==> config.mk <==
export PLATFORM = sky130hd
export DESIGN_NAME = rr_arb_mux
export DESIGN_NICKNAME = d
export VERILOG_FILES = /design/src/rtl/rr_arb_mux.sv
export SDC_FILE = /design/constraint.sdc
export NUM_CORES = 1
export LEC_CHECK = 0
export CORE_ASPECT_RATIO = 0.5
export CORE_MARGIN = 2
export CORE_UTILIZATION = 43
export CTS_CLUSTER_DIAMETER = 60
export DETAILED_ROUTE_END_ITERATION = 8
export PLACE_DENSITY = 0.82
export SLEW_MARGIN = 20
export SYNTH_ARGS = -nofsm -noshare
export SYNTH_HDL_FRONTEND = slang
export SYNTH_SLANG_ARGS = --single-unit
==> constraint.sdc <==
create_clock -name clk -period 3.11 [get_ports clk]
set_clock_uncertainty 0.2 [all_clocks]
set_input_delay 0.4665 -clock clk [delete_from_list [all_inputs] [get_ports clk]]
set_output_delay 0.4665 -clock clk [all_outputs]
set_load 0.05 [all_outputs]
==> run_1/placed.png <==
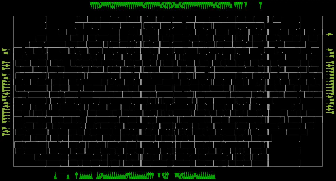
Util after Layout: 70.6%
count of flip-flops and latches: 37
final-layout fill cell count: 665
sequential cell area share: 15.0%
tap cell count: 117

==> run_1/pinout.png <==
Pins as bars across the die edge, other pins in grey.
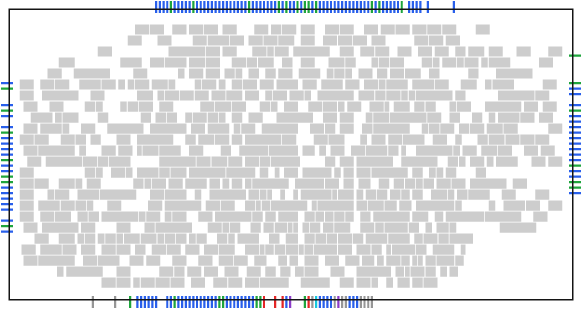
`in_data`: shown in blue, pins 128, direction input, edge 61 north, 35 south, 17 west, 15 east. `out_data`: shown in green, pins 32, direction output, edge 12 north, 7 south, 7 west, 6 east. `out_src`: shown in purple, pins 2, direction output, edge south. `out_valid`: shown in cyan, pins 1, direction output, edge south. `in_ready`: shown in red, pins 4, direction output, edge south.
DIE WIDTH: 139 um
input/output buffers: 176
die span in y: 71.5 um

==> run_1/clock_wires.png <==
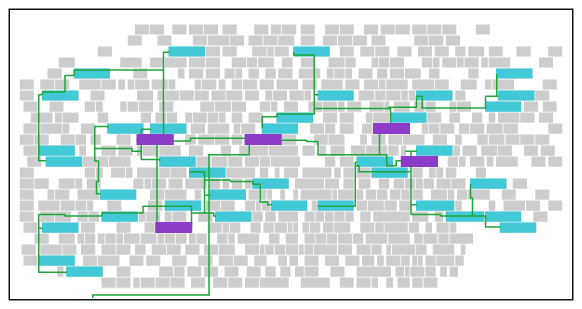
flip-flops: shown in cyan, count 37. clock wires: shown in green, length 623 um. clock-net drivers: shown in purple, count 5.
There are 6 routed clock nets.
Late-Pin Clk Latency: 280 ps
power share of the clock group: 9.1%
power dissipated in the clock network: 0.504 mW

==> run notes, run 1 <==
The flow ran to the end, but the final reports show violations. The checks that failed: negative setup slack. In the final routing, the length of wire on met1 measures 6.21 mm. The run gives 40.3% for the AND-OR/OR-AND share of the synthesized area.

The tools report the multi-input combinational gate total as 323. In this run, CTS created clock tree buffers numbering 5. The global route total overflow is 0. In the final report, the number of pins over their slew limit comes to 0.

The first global-routing pass estimated 23.6 mm of wire. After global routing, the most crowded layer is met2. The slew at the pin closest to its max-slew limit is 547 ps, and the average via count per standard cell is 6.48. Most common logic cell in the routed design: clkdlybuf4s50_1. The final hold slack came out at 102 ps.

The post-route clock period utilization was 101%. The final worst slack is -36.6 ps. Leaving out buffers and inverters, the combinational logic in the layout accounts for 2820 um2. The final report lists a non-filler cell total of 706. The clock tree synthesis step divided the H-tree into 2 levels.

Per the post-synthesis report, the nets total 555. met3 track demand over resource after global routing is 5.68%. The routed via count was 4575. Compared with the post-synthesis result, the final layout area differs by 58.2%. Per the run summary, max-cap violations total 0. The largest contributor to cell area by class is logic gates.

dfrtp_1 takes more of the synthesized area than any other cell. The tools report the type of destination of the critical path as an output port. The run gives 1 as the number of setup violations in the final report. Per the synth stats, the flop cell with the highest instance count is dfrtp_1. Setup repair after global routing could not meet its margin everywhere. Counting tap cells, the placed design contains a total of 698 instances. Yosys reports that the most numerous cell types are dfrtp_1 (37), o21ai_0 (35), nand3_1 (34). The internal portion of the total power is 2.83 mW.

Detailed-routed wire length on met2: 7.30 mm.
==> run_1/port_trees.png <==
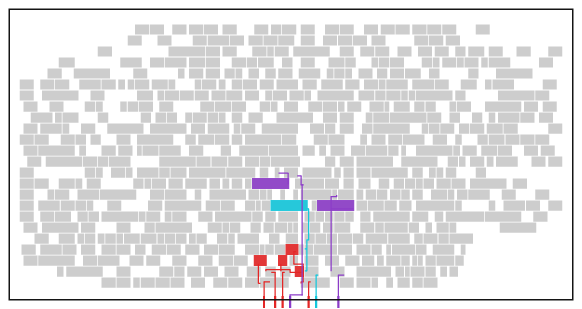

==> run 2: changes to the inputs <==
--- a/config.mk
+++ b/config.mk
@@ -10,7 +10,7 @@
 export CORE_UTILIZATION = 43
 export CTS_CLUSTER_DIAMETER = 60
 export DETAILED_ROUTE_END_ITERATION = 8
-export PLACE_DENSITY = 0.82
+export PLACE_DENSITY_LB_ADDON = 0.1
 export SLEW_MARGIN = 20
 export SYNTH_ARGS = -nofsm -noshare
 export SYNTH_HDL_FRONTEND = slang
==> run_2/port_trees.png <==
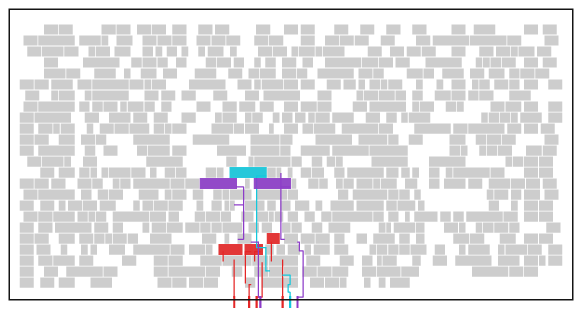
`in_ready`: shown in red, bits 4, direction output, edge south, end cells 4, wire 52.5 um. `out_src`: shown in purple, bits 2, direction output, edge south, end cells 2, wire 70.6 um. `out_valid`: shown in cyan, bits 1, direction output, edge south, end cells 1, wire 37.4 um.
num ports: 177

==> run notes, run 2 <==
The run finished with clean final reports. The horizontal die size is 139 um, and the end-of-flow core utilization is 71.7%. With the total CTS buffers at 5, the internal power component is 2.85 mW. With the number of max-slew violations in the final report at 0, the post-route clock period utilization is 96.6%.

In the global route stage, met3 resource usage came out at 6.22%. The synthesis run shows the most used standard cells to be dfrtp_1 (37), o21ai_0 (35), nand3_1 (34). The run gives 689 as the number of fill cells. Among all flip-flop cells after synthesis, the most frequent one is dfrtp_1.

In the final layout, flip-flops and latches take up 14.8% of the cell area. The count of flip-flops and latches was 37. The count of maximum capacitance violations came out at 0. The largest contributor to cell area by class is logic gates. After detailed routing, the wire length on met1 is 6.18 mm. Looking at the max-slew report, the worst-margin pin has a slew of 565 ps. From bottom edge to top edge, the die measures 71.5 um.

The detailed-routed wire length on met2 is 6.73 mm. The cell-mix breakdown from Yosys lists the compound-gate area share as 40.3%. The largest area contributor in the netlist was dfrtp_1. Setup repair after global routing could not meet its margin everywhere. The clock latency on the worst-skew pair was 280 ps; the clock power share was 9.8%.

Relative to the synthesized area, the layout overhead comes to 60.5%. The worst setup path is captured at an output port. Clock network power for this build is 0.551 mW. The first global-routing pass estimated 23.2 mm of wire. Per the GRT congestion report, total overflow comes to 0. The number of setup violations in the final report is 0, and the number of instances in the placed design is 698.
==> run_2/layers.png <==
The bar under the picture is 50 um long.
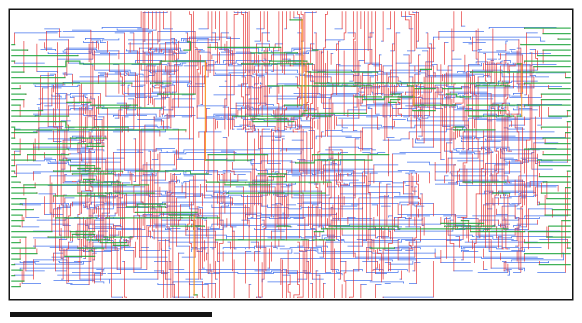
M1: shown in blue, wire length 6180 um. M2: shown in red, wire length 6730 um. M4: shown in orange, wire length 94.5 um. M3: shown in green, wire length 1630 um.
final WL: 14.6 mm
routed vias: 4497
mean routed wirelength per cell: 20.7 um
Tot GR Track Use: 28.7%

==> run 3: changes to the inputs <==
--- a/config.mk
+++ b/config.mk
@@ -5,6 +5,7 @@
 export SDC_FILE = /design/constraint.sdc
 export NUM_CORES = 1
 export LEC_CHECK = 0
+export ABC_CLOCK_PERIOD_IN_PS = 3110
 export CORE_ASPECT_RATIO = 0.5
 export CORE_MARGIN = 2
 export CORE_UTILIZATION = 43
==> run_3/pinout.png <==
Pins as bars across the die edge, other pins in grey.
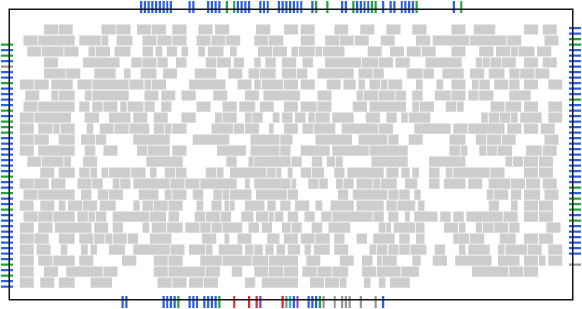
`in_ready`: shown in red, pins 4, direction output, edge south. `out_src`: shown in purple, pins 2, direction output, edge south. `out_data`: shown in green, pins 32, direction output, edge 12 west, 9 north, 8 east, 3 south. `out_valid`: shown in cyan, pins 1, direction output, edge south. `in_data`: shown in blue, pins 128, direction input, edge 44 north, 34 east, 32 west, 18 south.

==> run notes, run 3 <==
For the count of maximum capacitance violations, the log shows 0. The tools report the type of destination of the critical path as an output port. Sequential cells placed in the final layout were counted as 37. After routing, the total negative slack on setup checks comes to 0 ps. The internal portion of the total power is 2.85 mW. Yosys attributes the largest share of cell area to dfrtp_1 (24%), a2bb2oi_2 (12%), mux2_2 (9.5%). Per STA, the worst path is made up of nand2_2, o22ai_2, o21ai_1, o221ai_2, ha_2, xnor2_4, and3_4, o21a_4, nand2b_4, a21oi_4, buf_12. The post-route report lists met1 wire length as 6.18 mm.

The report lists the number of standard-cell rows as 24. Looking at the cell usage after synthesis, the top flip-flop cell is dfrtp_1. For the number of nets at floorplan, the log shows 555. In the final routed layout, each cell accounts on average for 20.7 um.

The number of non-filler instances in the completed layout is 707. Across the whole layout, storage elements make up 14.8% of the cell area. From left edge to right edge, the die measures 139 um. The count of inserted tapcells came out at 117. The H-tree was split into 2 levels.

Per the skew report, the later register of the worst-skew pair sees a clock latency of 280 ps. Counting tap cells, the placed design contains a total of 698 instances. Per the layout area report, the combinational gate area comes to 2890 um2.

By area, the class that comes first in the final layout consists of logic gates. Global routing consumed, over all layers together, 28.7% of the routing resources. The layer flagged by global routing as most heavily used is met2.

The AND-OR/OR-AND share of the synthesized area was 40.3%. Setup repair after global routing could not meet its margin everywhere. The largest area contributor in the netlist was dfrtp_1. Per the detailed-route log, wirelength across all metal layers totals 14.6 mm. At the pin with the least slew margin, the transition time is 565 ps. Counting the fill cells in the layout gives 689.

177 I/O pins were placed. Routed via count: 4497. In this run the cell area measured after placement is 6030 um2. The number of max-slew violations in the final report is 0, and the chip height is 71.5 um.

Detailed routing placed a total of 6.73 mm of wire on met2. Clock tree synthesis inserted a total of 5 buffers. The flow ran to the end, and the final reports show no timing, DRC or antenna violations. The final timing report counts setup violations totalling 0.

The layout overhead on the synthesized area was 60.5%. The wire length of the first global-routing pass is 23.2 mm. The synthesis run shows the most used standard cells to be dfrtp_1 (37), o21ai_0 (35), nand3_1 (34).

The logs give 4.20 mW for the power attributed to combinational cells and 0 for the global route total overflow. The run gives 6.22% for the global-route met3 utilization.
==> run_3/clock_wires.png <==
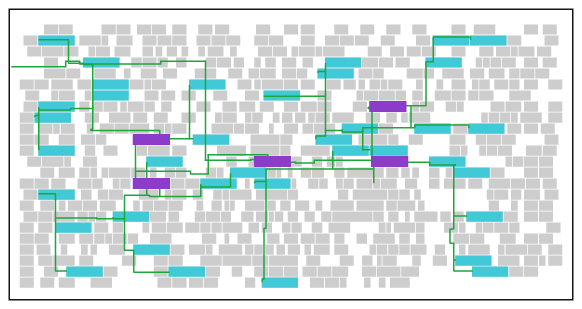
flip-flops: shown in cyan, count 37. clock wires: shown in green, length 640 um. clock-net drivers: shown in purple, count 5.
There are 6 routed clock nets. Position of the flops: spread over the die.
power dissipated in the clock network: 0.551 mW
power share of the clock group: 9.8%

No activity file was given, so power comes from the tool's default toggle rates.
